[src/rtl/assoc_cache_ctrl_pkg.sv]
// Shared types, encodings and helpers for the N-way set-associative cache controller.
package assoc_cache_ctrl_pkg;

    typedef enum logic [2:0] {
        S_IDLE,
        S_COMP_RD,
        S_COMP_WR,
        S_WB,
        S_WB_DRAIN,
        S_ALLOC,
        S_ALLOC_DRAIN,
        S_INSTALL
    } state_e;

    typedef enum logic [1:0] {
        HC_NONE,
        HC_ONE,
        HC_MULTI
    } hit_class_e;

    localparam int REPL_RR   = 0;
    localparam int REPL_LFSR = 1;
    localparam int LFSR_W    = 8;

    // Classifies a (zero-extended) hit&valid vector as none / exactly one / several.
    function automatic hit_class_e classify_hits(input logic [7:0] v);
        if (v == 8'd0) return HC_NONE;
        if ((v & (v - 8'd1)) == 8'd0) return HC_ONE;
        return HC_MULTI;
    endfunction

endpackage

[src/rtl/assoc_cache_ctrl_victim_sel.sv]
// Victim way chooser: lowest-index invalid way wins, otherwise the replacement-policy way.
module assoc_cache_ctrl_victim_sel
    import assoc_cache_ctrl_pkg::*;
#(
    parameter int NUM_WAYS  = 2,
    parameter int REPL_MODE = REPL_RR,
    localparam int WAY_W    = $clog2(NUM_WAYS)
) (
    input  logic [NUM_WAYS-1:0] valid,
    input  logic [WAY_W-1:0]    rr_ptr,
    input  logic [WAY_W-1:0]    lfsr_bits,
    output logic [NUM_WAYS-1:0] victim_oh
);

    logic [WAY_W-1:0] idx;

    always_comb begin
        idx = (REPL_MODE == REPL_LFSR) ? lfsr_bits : rr_ptr;
        // Scanning downwards leaves the lowest invalid way as the final choice.
        for (int i = NUM_WAYS - 1; i >= 0; i--) begin
            if (!valid[i]) idx = WAY_W'(i);
        end
        victim_oh      = '0;
        victim_oh[idx] = 1'b1;
    end

endmodule

[src/rtl/assoc_cache_ctrl.sv]
// Write-back, write-allocate controller for an N-way cache in front of a pipelined memory.
module assoc_cache_ctrl
    import assoc_cache_ctrl_pkg::*;
#(
    parameter int NUM_WAYS       = 2,
    parameter int WORDS_PER_LINE = 4,
    parameter int MEM_LAT        = 2,
    parameter int REPL_MODE      = REPL_RR,
    localparam int WAY_W         = $clog2(NUM_WAYS),
    localparam int WRD_W         = $clog2(WORDS_PER_LINE)
) (
    input  logic                clk,
    input  logic                rst,
    input  logic                rd,
    input  logic                wr,
    input  logic [NUM_WAYS-1:0] hit,
    input  logic [NUM_WAYS-1:0] valid,
    input  logic [NUM_WAYS-1:0] dirty,
    output logic [NUM_WAYS-1:0] way_en,
    output logic                comp,
    output logic                write,
    output logic                valid_in,
    output logic                sel_data_cache,
    output logic                rd_mem,
    output logic                wr_mem,
    output logic                sel_tag_mem,
    output logic [WRD_W:0]      mem_offset,
    output logic [WRD_W:0]      cache_offset,
    output logic                done,
    output logic                cache_hit,
    output logic                stall,
    output logic                err
);

    localparam int LAT_W = $clog2(MEM_LAT + 1);
    localparam logic [WRD_W:0]   LAST_WORD  = (WRD_W + 1)'(WORDS_PER_LINE - 1);
    localparam logic [LAT_W-1:0] LAST_DRAIN = LAT_W'(MEM_LAT - 1);

    state_e              state_q, state_d;
    logic [WRD_W:0]      cnt_q, cnt_d;
    logic [WRD_W:0]      fill_q, fill_d;
    logic [LAT_W-1:0]    lat_q, lat_d;
    logic [MEM_LAT-1:0]  pipe_q, pipe_d;
    logic [NUM_WAYS-1:0] victim_q, victim_d, victim_pick;
    logic [WAY_W-1:0]    ptr_q, ptr_d;
    logic [LFSR_W-1:0]   lfsr_q, lfsr_d;
    logic                req_wr_q, req_wr_d;
    logic                miss_seen_q, miss_seen_d;
    logic                fill_act;
    hit_class_e          hc;

    assoc_cache_ctrl_victim_sel #(
        .NUM_WAYS (NUM_WAYS),
        .REPL_MODE(REPL_MODE)
    ) u_victim_sel (
        .valid    (valid),
        .rr_ptr   (ptr_q),
        .lfsr_bits(lfsr_q[WAY_W-1:0]),
        .victim_oh(victim_pick)
    );

    always_ff @(posedge clk) begin
        if (rst) begin
            state_q     <= S_IDLE;
            cnt_q       <= '0;
            fill_q      <= '0;
            lat_q       <= '0;
            pipe_q      <= '0;
            victim_q    <= '0;
            ptr_q       <= '0;
            lfsr_q      <= LFSR_W'(1);
            req_wr_q    <= 1'b0;
            miss_seen_q <= 1'b0;
        end else begin
            state_q     <= state_d;
            cnt_q       <= cnt_d;
            fill_q      <= fill_d;
            lat_q       <= lat_d;
            pipe_q      <= pipe_d;
            victim_q    <= victim_d;
            ptr_q       <= ptr_d;
            lfsr_q      <= lfsr_d;
            req_wr_q    <= req_wr_d;
            miss_seen_q <= miss_seen_d;
        end
    end

    always_comb begin
        hc          = classify_hits(8'(hit & valid));
        // A read issued MEM_LAT cycles ago has its data at the cache input now.
        fill_act    = pipe_q[MEM_LAT-1];
        state_d     = state_q;
        cnt_d       = cnt_q;
        fill_d      = fill_q;
        lat_d       = lat_q;
        victim_d    = victim_q;
        ptr_d       = ptr_q;
        req_wr_d    = req_wr_q;
        miss_seen_d = miss_seen_q;
        lfsr_d      = {lfsr_q[LFSR_W-2:0], lfsr_q[7] ^ lfsr_q[5] ^ lfsr_q[4] ^ lfsr_q[3]};

        way_en         = victim_q;
        comp           = 1'b0;
        write          = fill_act;
        valid_in       = 1'b0;
        sel_data_cache = fill_act;
        rd_mem         = 1'b0;
        wr_mem         = 1'b0;
        sel_tag_mem    = 1'b0;
        mem_offset     = '0;
        cache_offset   = fill_act ? {fill_q[WRD_W-1:0], 1'b0} : '0;
        done           = 1'b0;
        cache_hit      = 1'b0;
        stall          = 1'b1;
        err            = 1'b0;

        if (fill_act) fill_d = (fill_q == LAST_WORD) ? '0 : fill_q + 1'b1;

        case (state_q)
            S_IDLE: begin
                way_en      = '1;
                stall       = 1'b0;
                miss_seen_d = 1'b0;
                if (rd && wr) begin
                    err = 1'b1;
                end else if (rd) begin
                    state_d  = S_COMP_RD;
                    req_wr_d = 1'b0;
                end else if (wr) begin
                    state_d  = S_COMP_WR;
                    req_wr_d = 1'b1;
                end
            end
            S_COMP_RD, S_COMP_WR: begin
                way_en = '1;
                comp   = 1'b1;
                write  = (state_q == S_COMP_WR);
                cnt_d  = '0;
                case (hc)
                    HC_ONE: begin
                        done      = 1'b1;
                        cache_hit = !miss_seen_q;
                        ptr_d     = ptr_q + 1'b1;
                        state_d   = S_IDLE;
                    end
                    HC_MULTI: begin
                        err     = 1'b1;
                        state_d = S_IDLE;
                    end
                    default: begin
                        victim_d = victim_pick;
                        state_d  = (|(victim_pick & valid & dirty)) ? S_WB : S_ALLOC;
                    end
                endcase
            end
            S_WB: begin
                wr_mem      = 1'b1;
                sel_tag_mem = 1'b1;
                mem_offset  = {cnt_q[WRD_W-1:0], 1'b0};
                if (cnt_q == LAST_WORD) begin
                    cnt_d   = '0;
                    lat_d   = '0;
                    state_d = S_WB_DRAIN;
                end else begin
                    cnt_d = cnt_q + 1'b1;
                end
            end
            S_WB_DRAIN: begin
                if (lat_q == LAST_DRAIN) begin
                    lat_d   = '0;
                    state_d = S_ALLOC;
                end else begin
                    lat_d = lat_q + 1'b1;
                end
            end
            S_ALLOC: begin
                rd_mem     = 1'b1;
                mem_offset = {cnt_q[WRD_W-1:0], 1'b0};
                if (cnt_q == LAST_WORD) begin
                    cnt_d   = '0;
                    state_d = S_ALLOC_DRAIN;
                end else begin
                    cnt_d = cnt_q + 1'b1;
                end
            end
            S_ALLOC_DRAIN: begin
                if (fill_act && (fill_q == LAST_WORD)) state_d = S_INSTALL;
            end
            S_INSTALL: begin
                write          = 1'b1;
                valid_in       = 1'b1;
                sel_data_cache = 1'b1;
                miss_seen_d    = 1'b1;
                state_d        = req_wr_q ? S_COMP_WR : S_COMP_RD;
            end
            default: state_d = S_IDLE;
        endcase

        pipe_d = MEM_LAT'({pipe_q, rd_mem});
    end

endmodule

[config.mk]
export PLATFORM = sky130hd
export DESIGN_NAME = assoc_cache_ctrl
export DESIGN_NICKNAME = d
export VERILOG_FILES = /design/src/rtl/assoc_cache_ctrl_pkg.sv /design/src/rtl/assoc_cache_ctrl_victim_sel.sv /design/src/rtl/assoc_cache_ctrl.sv
export SDC_FILE = /design/constraint.sdc
export NUM_CORES = 1
export LEC_CHECK = 0
export CORE_MARGIN = 3
export CORE_UTILIZATION = 43
export CTS_CLUSTER_SIZE = 40
export DETAILED_ROUTE_END_ITERATION = 10
export GPL_ROUTABILITY_DRIVEN = 0
export PLACE_DENSITY = 0.75
export SLEW_MARGIN = 20
export SYNTH_ARGS = -nofsm -noshare
export SYNTH_HDL_FRONTEND = slang
export SYNTH_SLANG_ARGS = --single-unit
[constraint.sdc]
create_clock -name clk -period 1.4 [get_ports clk]
set_input_delay 0.28 -clock clk [delete_from_list [all_inputs] [get_ports clk]]
set_output_delay 0.28 -clock clk [all_outputs]
set_load 0.05 [all_outputs]
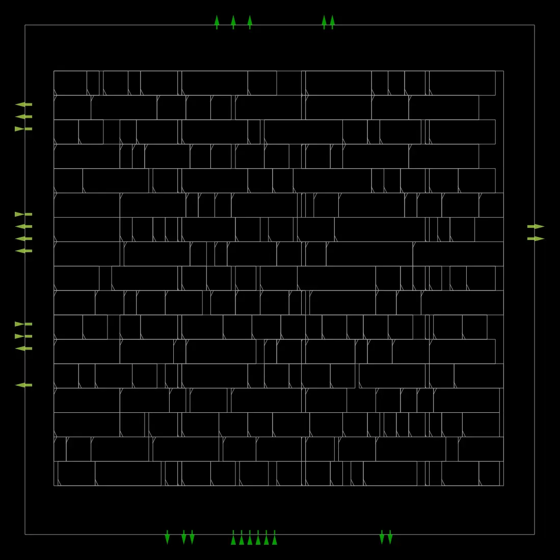
Fig. 1. Placement view (run 1).
flip-flops: 18
row cnt: 17
tapcells inserted: 28
tally of non-filler cells in the final layout: 232
final-layout fill cell count: 69

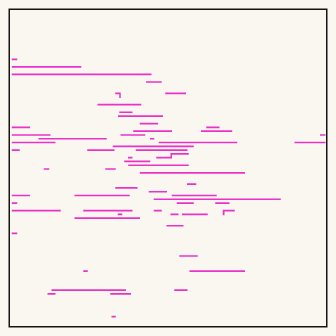
Fig. 2. M3 wires (run 1).
- main direction: horizontal
- wire length on this layer: 335 um
- nets with wire on the layer: 44
- share of all routed wire: 6.8%
- longest straight run: 24.8 um

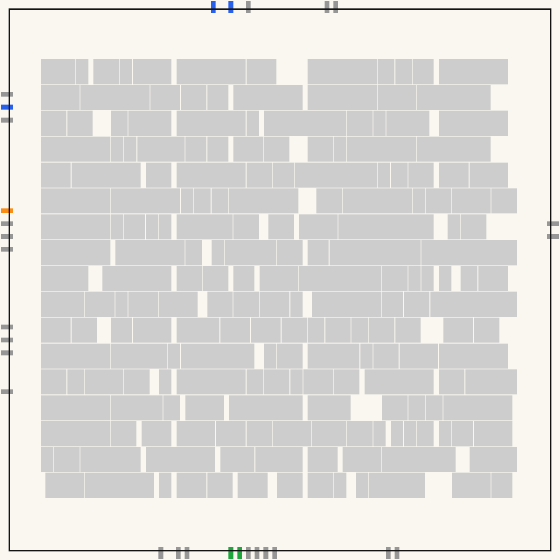
Fig. 3. Pin map (run 1).
Pins as bars across the die edge, other pins in gray.
- rst: orange (pins 1; direction input; edge west)
- hit: green (pins 2; direction input; edge south)
- cache_offset: blue (pins 3; direction output; edge 2 north, 1 west)

==> PnR_summary.wiki, run 1 <==
== Metrics ==
{| class="wikitable"
! Metric !! Value
|-
| Result of the run || finished with violations
|-
| Violated checks || negative setup slack
|-
| Critical path startpoint || state_q[1]$_SDFFE_PP0P_
|-
| Synthesized-area fraction occupied by adder cells || around 6.8%
|-
| Power share of the sequential group || between 10% and 20%
|-
| Flip-flop and latch power || 0.744 mW
|-
| Setup crit end || cache_hit
|-
| Wire length on met2 || around 2500 um
|-
| Cell leakage power || approximately 0.92 nW
|-
| Core utilization at floorplan || a little under half
|-
| Hold-fix buffers at CTS || 0
|-
| Cell taking the most area after synthesis || dfxtp_1
|-
| Detailed placer's ending HPWL || 2600 um
|-
| Basic Gates by Area || a little over a quarter
|-
| Final global-route overflow total || 0
|-
| Share of the clock period used by the worst path after layout || 133%
|-
| Post-detailed-routing wire length || approximately 5000 um
|-
| First-pass GRT wire length || between 7000 and 8000 um
|-
| Main area contributors || dfxtp_1 (32%), ha_1 (6.8%), a21oi_1 (5.0%), nand2_1 (4.4%), inv_1 (4.1%)
|-
| Count of buffer and inverter cells on the critical path || 2
|-
| Yosys reg bits || 18
|-
| Clock period minus final worst setup slack || 1.86 ns
|-
| Async set or reset register ratio after synthesis || 0%
|-
| Endpoint type of the worst setup path || primary output
|-
| Most popular library cell in the synthesized design by count || dfxtp_1
|-
| Leading registers by flop count || cnt_q: 3 flops, fill_q: 3 flops, state_q: 3 flops
|-
| Pwr Density || approximately 2000 mW/mm^2
|-
| Initial antenna violation count || 0
|-
| Total iterations of the first detailed-routing run || 4
|-
| Mean routed wirelength per cell || roughly 21 um
|-
| Number of port buffers || 26
|-
| Dominant logic cell types in the final layout || buf_4 (33), buf_12 (18), nand2_1 (11), dfxtp_1 (11), buf_6 (10)
|-
| Chip height || between 50 and 60 um
|-
| Final antenna-violating net count || 0
|-
| Number of instances on the worst hold path || 2
|-
| Number of DRC markers in iteration 0 || 85
|-
| Switching power share of the total || between 40% and 50%
|-
| Fin Clk Skew || roughly 0.0058 ns
|-
| List of most frequent post-synthesis cells || dfxtp_1 (18), nand2_1 (13), inv_1 (12), nor2_1 (12), a21oi_1 (11)
|-
| Levels on crit path || 5
|-
| Num ports || 29
|-
| Post-synth tally of flip-flops with integrated enable || 0
|-
| Hold path endpoint || fill_q[2]$_SDFFE_PP0P_
|-
| Detail Route met3 WL || 335 um
|-
| Chain of cells forming the critical path || buf_12 -> xor2_4 -> and3_4 -> nor2b_4 -> buf_12
|-
| Crit-path most repeated cell || buf_12
|-
| Count of warnings emitted by yosys || 0
|-
| Area grow syn2layout || 95.7%
|-
| Mean area per synthesized cell || ~8 sq um
|-
| Synthesized cell area || 0.00111 sq mm
|-
| Global router's overall resource usage || between 20% and 30%
|-
| Clock share of power || roughly 8.1%
|-
| Maximum clock frequency || 0.539 GHz
|-
| Worst Slack Setup Final || -0.455 ns
|-
| Worst flop-to-flop path endpoint || state_q[1]$_SDFFE_PP0P_
|-
| Switching power || 1.98 mW
|-
| Number of distinct library cell variants in the gate-level netlist after synthesis || roughly 44
|-
| Max Cap Violations || 0
|-
| Master of the slowest instance on the critical path || dfxtp_2
|-
| Vias after detailed routing || 1,373
|-
| Cell count in the Yosys report || ~140
|-
| Count of nets after finishing || 221
|-
| Worst Reg2Reg Path Length in Cells || 6
|-
| Final Hold Vio Count || 0
|-
| TritonCTS clock tree || yes
|-
| Dominant Register Cell || dfxtp_1
|-
| Post-CTS sizing || 30
|-
| Layer carrying the most global-route usage || met2
|-
| Setup violations, final || 21
|-
| Maximum level of the CTS H-tree || 1
|-
| Post-route design area || 0.00217 sq mm
|-
| Data required, critical path || around 1.1 ns
|-
| CTS Sinks || 18
|-
| Number of warnings the tools reported || 31
|-
| Critical Path Max Stage Delay || roughly 0.36 ns
|-
| Metal1 wirelength || 1910 um
|-
| Worst path arrival time || roughly 1.6 ns
|-
| Post-synthesis share of cell area spent on and-or and or-and gates || between 15 and 20%
|-
| Setup bufs post-CTS || 10
|-
| Seq share, synth || 32.5%
|-
| Largest net degree at the start of global routing || 19
|-
| Met2 track utilization from global routing || a little over half
|-
| Biggest power consumer among the groups || combinational cells
|-
| Width of the chip || between 50 and 60 um
|-
| Kind of start point of the critical path || flip-flop
|-
| ANT cells || 0
|-
| Cell area after placement || 0.00187 sq mm
|-
| Via count of the first global-routing pass || around 1,500
|-
| Parity-gate share of the synthesized area counting xor and xnor cells || under 10%
|-
| Startpoint-to-endpoint class of the critical path || flip-flop to primary output
|}
run 1: per-stage QoR:
stage	worst slack [ns]	power, mW	setup TNS [ns]	cells	hold WS [ns]
after CTS	-0.420	3.97	-5.10	227	0.436
after floorplan	-0.164	2.23	-0.444	141	0.396
final	-0.455	4.32	-5.61	232	0.455
after global placement	-0.563	3.21	-3.75	214	0.411
after global routing	-0.491	4.46	-6.46	232	0.465
after detailed placement	-0.635	3.30	-4.47	214	0.419
run 1: cell type report:
cell class | count | area [sq um] | share of cell area, %
multi-input combinational | 100 | 872 | 40.1
timing repair buffer | 70 | 803 | 37.0
sequential | 18 | 377 | 17.3
inverter | 12 | 48.8 | 2.25
clock buffer | 4 | 36.3 | 1.67
tap | 28 | 35.0 | 1.61
==> run 2: changes to the inputs <==
PLACE_DENSITY = 0.72   (was 0.75)
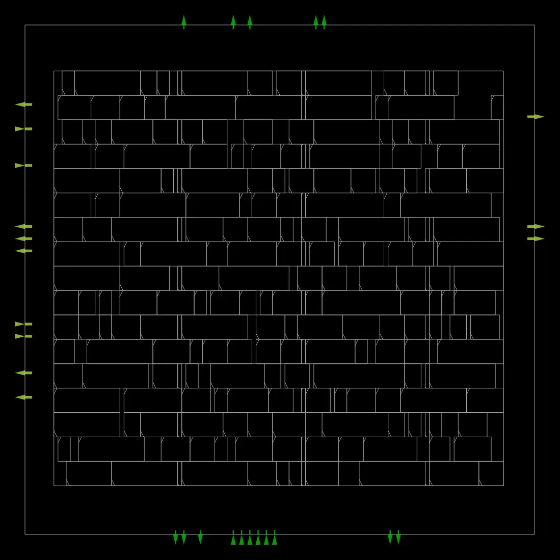
Fig. 4. Placement view (run 2).
final-layout fill cell count: 94
tally of non-filler cells in the final layout: 230
Final Core Density: 91.3%
sequential share of cell area: 17.6%

==> run 2 against run 1 <==
Net effect:
- the run still ends with negative setup slack left
- non-clock buffer count fell by 2
- critical path depth did not move
- wire length fell by 19%
- clock-buffer cell count unchanged
- fmax rose by 2.2%
- global-route usage shrank 7.2 points
- power decreased by 5.3%
- sequential share of layout area grew 0.21 points
- setup slack improved by 0.041 ns
- clock skew shrank 0.0029 ns
- critical endpoint unchanged
==> PnR_summary.wiki, run 2 <==
== Metrics ==
{| class="wikitable"
! Metric !! Value
|-
| Number of instances on the worst hold path || 2 (unchanged)
|-
| Power share of the sequential group || 18.0% (+0.8 points)
|-
| Worst Reg2Reg Path Length in Cells || 5 (-1)
|-
| Setup crit end || cache_hit
|-
| Layout clock buffer count || 4 (unchanged)
|-
| CTS Sinks || 18 (unchanged)
|-
| Num ports || 29 (unchanged)
|-
| Core utilization at floorplan || 47.9% (unchanged)
|-
| Count of plain and timing-repair buffers || 68 (-2.9%)
|-
| Invs w/o clock || 12 (unchanged)
|-
| Setup violations, final || 20 (-4.8%)
|-
| Placed instance count || 214 (unchanged)
|-
| Via count of the first global-routing pass || 1,284 (-12%)
|-
| Share of the clock period used by the worst path after layout || 130% (-2.9 points)
|-
| Sum of negative setup slack || -4.89 ns (+0.723 ns)
|-
| Worst path arrival time || 1.53 ns (-0.05 ns)
|-
| Synthesized cell area || 0.00111 sq mm (unchanged)
|-
| Result of the run || finished with violations
|-
| Number of warnings the tools reported || 32 (+3.2%)
|-
| Critical Path Max Stage Delay || 0.35 ns (about the same)
|-
| Cell area after placement || 0.00186 sq mm (-0.67%)
|-
| Worst Slack Setup Final || -0.415 ns (+0.0407 ns)
|-
| Post-route design area || 0.00212 sq mm (-2.5%)
|-
| Mean routed wirelength per cell || 17.5 um (-18%)
|-
| Post-detailed-routing wire length || 4030 um (-19%)
|-
| Mean area per synthesized cell || 7.93 sq um (unchanged)
|-
| Met2 track utilization from global routing || 38.0% (-15 points)
|-
| Number of distinct library cell variants in the gate-level netlist after synthesis || 44 (unchanged)
|-
| Critical path startpoint || state_q[1]$_SDFFE_PP0P_
|-
| Data required, critical path || 1.12 ns (about the same)
|-
| Final Hold Vio Count || 0 (unchanged)
|-
| Place WS || -0.640 ns (-0.00451 ns)
|-
| Levels on crit path || 5 (unchanged)
|-
| Detail Route met3 WL || 210 um (-37%)
|-
| Violated checks || negative setup slack
|-
| Count of nets after finishing || 219 (-0.90%)
|-
| Layer carrying the most global-route usage || met2
|-
| Hold path endpoint || fill_q[2]$_SDFFE_PP0P_
|-
| Vias after detailed routing || 1,289 (-6.1%)
|-
| Pwr Density || 1930 mW/mm^2 (-2.9%)
|-
| Switching power || 1.83 mW (-7.5%)
|-
| Post-synth tally of flip-flops with integrated enable || 0 (unchanged)
|-
| Signal buf overhead || 37.4% (+0.37 points)
|-
| Number of port buffers || 26 (unchanged)
|-
| Largest net degree at the start of global routing || 19 (unchanged)
|}
==> run 2: cell count changes in the layout (fill, tap and decap cells not counted), sizes merged <==
cell	previous run	this run
buf	61	59
==> run 2: repair_timing <==
action	4_1_cts	5_1_grt
gates cloned	0	0
pin swaps	6	7
hold buffers	0	0
gates resized	26	18
buffers inserted	8	4
setup endpoints to repair	21	26
==> run 2: cell families after synthesis <==
logic type / after synthesis / synth area share, %
other: 1 / 0.338
xor gates and xnor gates: 3 / 2.37
buffers and inverters: 23 / 9.69
muxes: 4 / 3.83
and+or+nand+nor: 55 / 26.4
adders and majority gates: 6 / 6.76
AOI/OAI and AO/OA: 30 / 18.2
DFF: 18 / 32.5
==> run 3: changes to the inputs <==
CTS_CLUSTER_SIZE = unset   (was 40)
RECOVER_POWER = 50   (was unset)
SKIP_LAST_GASP = 1   (was unset)
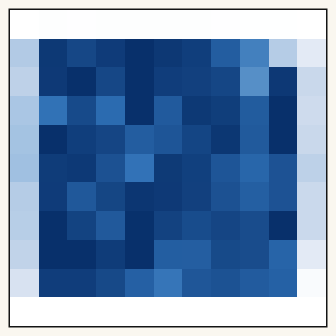
Fig. 5. Cell area per tile (run 3).
The die is cut into 11 by 11 equal tiles; white is low, dark blue is high, 0 to 100% covered.
- tiles over 75% full: 62%
- mean over tiles: 63%
- densest ninth of the die: center
- fullest tile: 100%
- nearly empty tiles: 18%

==> run 3 against run 2 <==
Net effect:
- critical path depth did not move
- highest routed layer unchanged
- sequential power barely moved
- the run still ends with negative setup slack left
- fmax rose by 1.5%
- synthesized area stayed put
- register-to-register slack hardly changed
- combinational power down 3%
- setup slack improved by 0.027 ns
- cell count shrank 0.43%
==> PnR_summary.wiki, run 3 <==
== Metrics ==
{| class="wikitable"
! Metric !! Value
|-
| Mean routed wirelength per cell || 15.6 um (-11%)
|-
| Tally of non-filler cells in the final layout || 229 (-0.43%)
|-
| Synthesized-area fraction occupied by adder cells || 6.76% (unchanged)
|-
| Result of the run || finished with violations
|-
| CTS Sinks || 18 (unchanged)
|-
| Share of the clock period used by the worst path after layout || 128% (-1.9 points)
|-
| Violated checks || negative setup slack
|-
| Pwr Density || 1920 mW/mm^2 (-0.60%)
|-
| Critical path startpoint || state_q[1]$_SDFFE_PP0P_
|-
| Setup bufs post-CTS || 8 (unchanged)
|-
| Setup violations, final || 21 (+5.0%)
|-
| Place WS || -0.640 ns (unchanged)
|-
| Post-synthesis share of cell area spent on and-or and or-and gates || 18.2% (unchanged)
|-
| Hold path endpoint || pipe_q[1]$_SDFF_PP0_
|-
| Synthesized cell area || 0.00111 sq mm (unchanged)
|-
| Number of distinct library cell variants in the gate-level netlist after synthesis || 44 (unchanged)
|-
| Hold-fix buffers at CTS || 0 (unchanged)
|-
| Post-CTS sizing || 25 (-3.8%)
|-
| Sum of negative setup slack || -5.34 ns (-0.452 ns)
|-
| Placed instance count || 214 (unchanged)
|-
| Power share of the sequential group || 18.4% (+0.4 points)
|-
| Detail Route met3 WL || 159 um (-24%)
|-
| Parity-gate share of the synthesized area counting xor and xnor cells || 2.37% (unchanged)
|-
| Num ports || 29 (unchanged)
|-
| Dominant non-sequential cell family after synthesis || simple AND/OR/NAND/NOR gates
|-
| Largest net degree at the start of global routing || 19 (unchanged)
|-
| Count of nets after finishing || 218 (-0.46%)
|-
| Worst Slack Setup Final || -0.388 ns (+0.0266 ns)
|-
| Worst Reg2Reg Path Length in Cells || 5 (unchanged)
|-
| Final-layout fill cell count || 103 (+9.6%)
|-
| Worst path arrival time || 1.51 ns (-0.02 ns)
|-
| Data required, critical path || 1.12 ns (about the same)
|-
| Post-detailed-routing wire length || 3580 um (-11%)
|-
| Setup crit end || err
|-
| Cell area after placement || 0.00186 sq mm (unchanged)
|-
| Area fraction in mux cells || 3.83% (unchanged)
|-
| Vias after detailed routing || 1,260 (-2.2%)
|-
| Met2 track utilization from global routing || 39.6% (+1.7 points)
|-
| Mean area per synthesized cell || 7.93 sq um (unchanged)
|-
| Number of instances on the worst hold path || 1 (-1)
|-
| Number of port buffers || 26 (unchanged)
|}
-- run 3: final cells by class --
class	instances	area, sq um	area share [%]
Timing Repair Buffer	67	764	36.7
Inverter	12	48.8	2.34
Clock buffer	4	36.3	1.74
Sequential cell	18	374	18.0
Multi-Input combinational cell	100	823	39.5
Tap cell	28	35.0	1.68
-- run 3: power by group through the flow --
| stage | sequential, mW | clock (mW) | combinational (mW) |
|---|---|---|---|
| final | 0.737 | 0.345 | 2.92 |
| after global routing | 0.745 | 0.365 | 3.08 |
| after CTS | 0.728 | 0.351 | 2.67 |
| after detailed placement | 0.733 | 0 | 2.46 |
| after global placement | 0.727 | 0 | 2.42 |
| after floorplan | 0.678 | 0 | 1.55 |
Power and IR drop assume default switching activity.
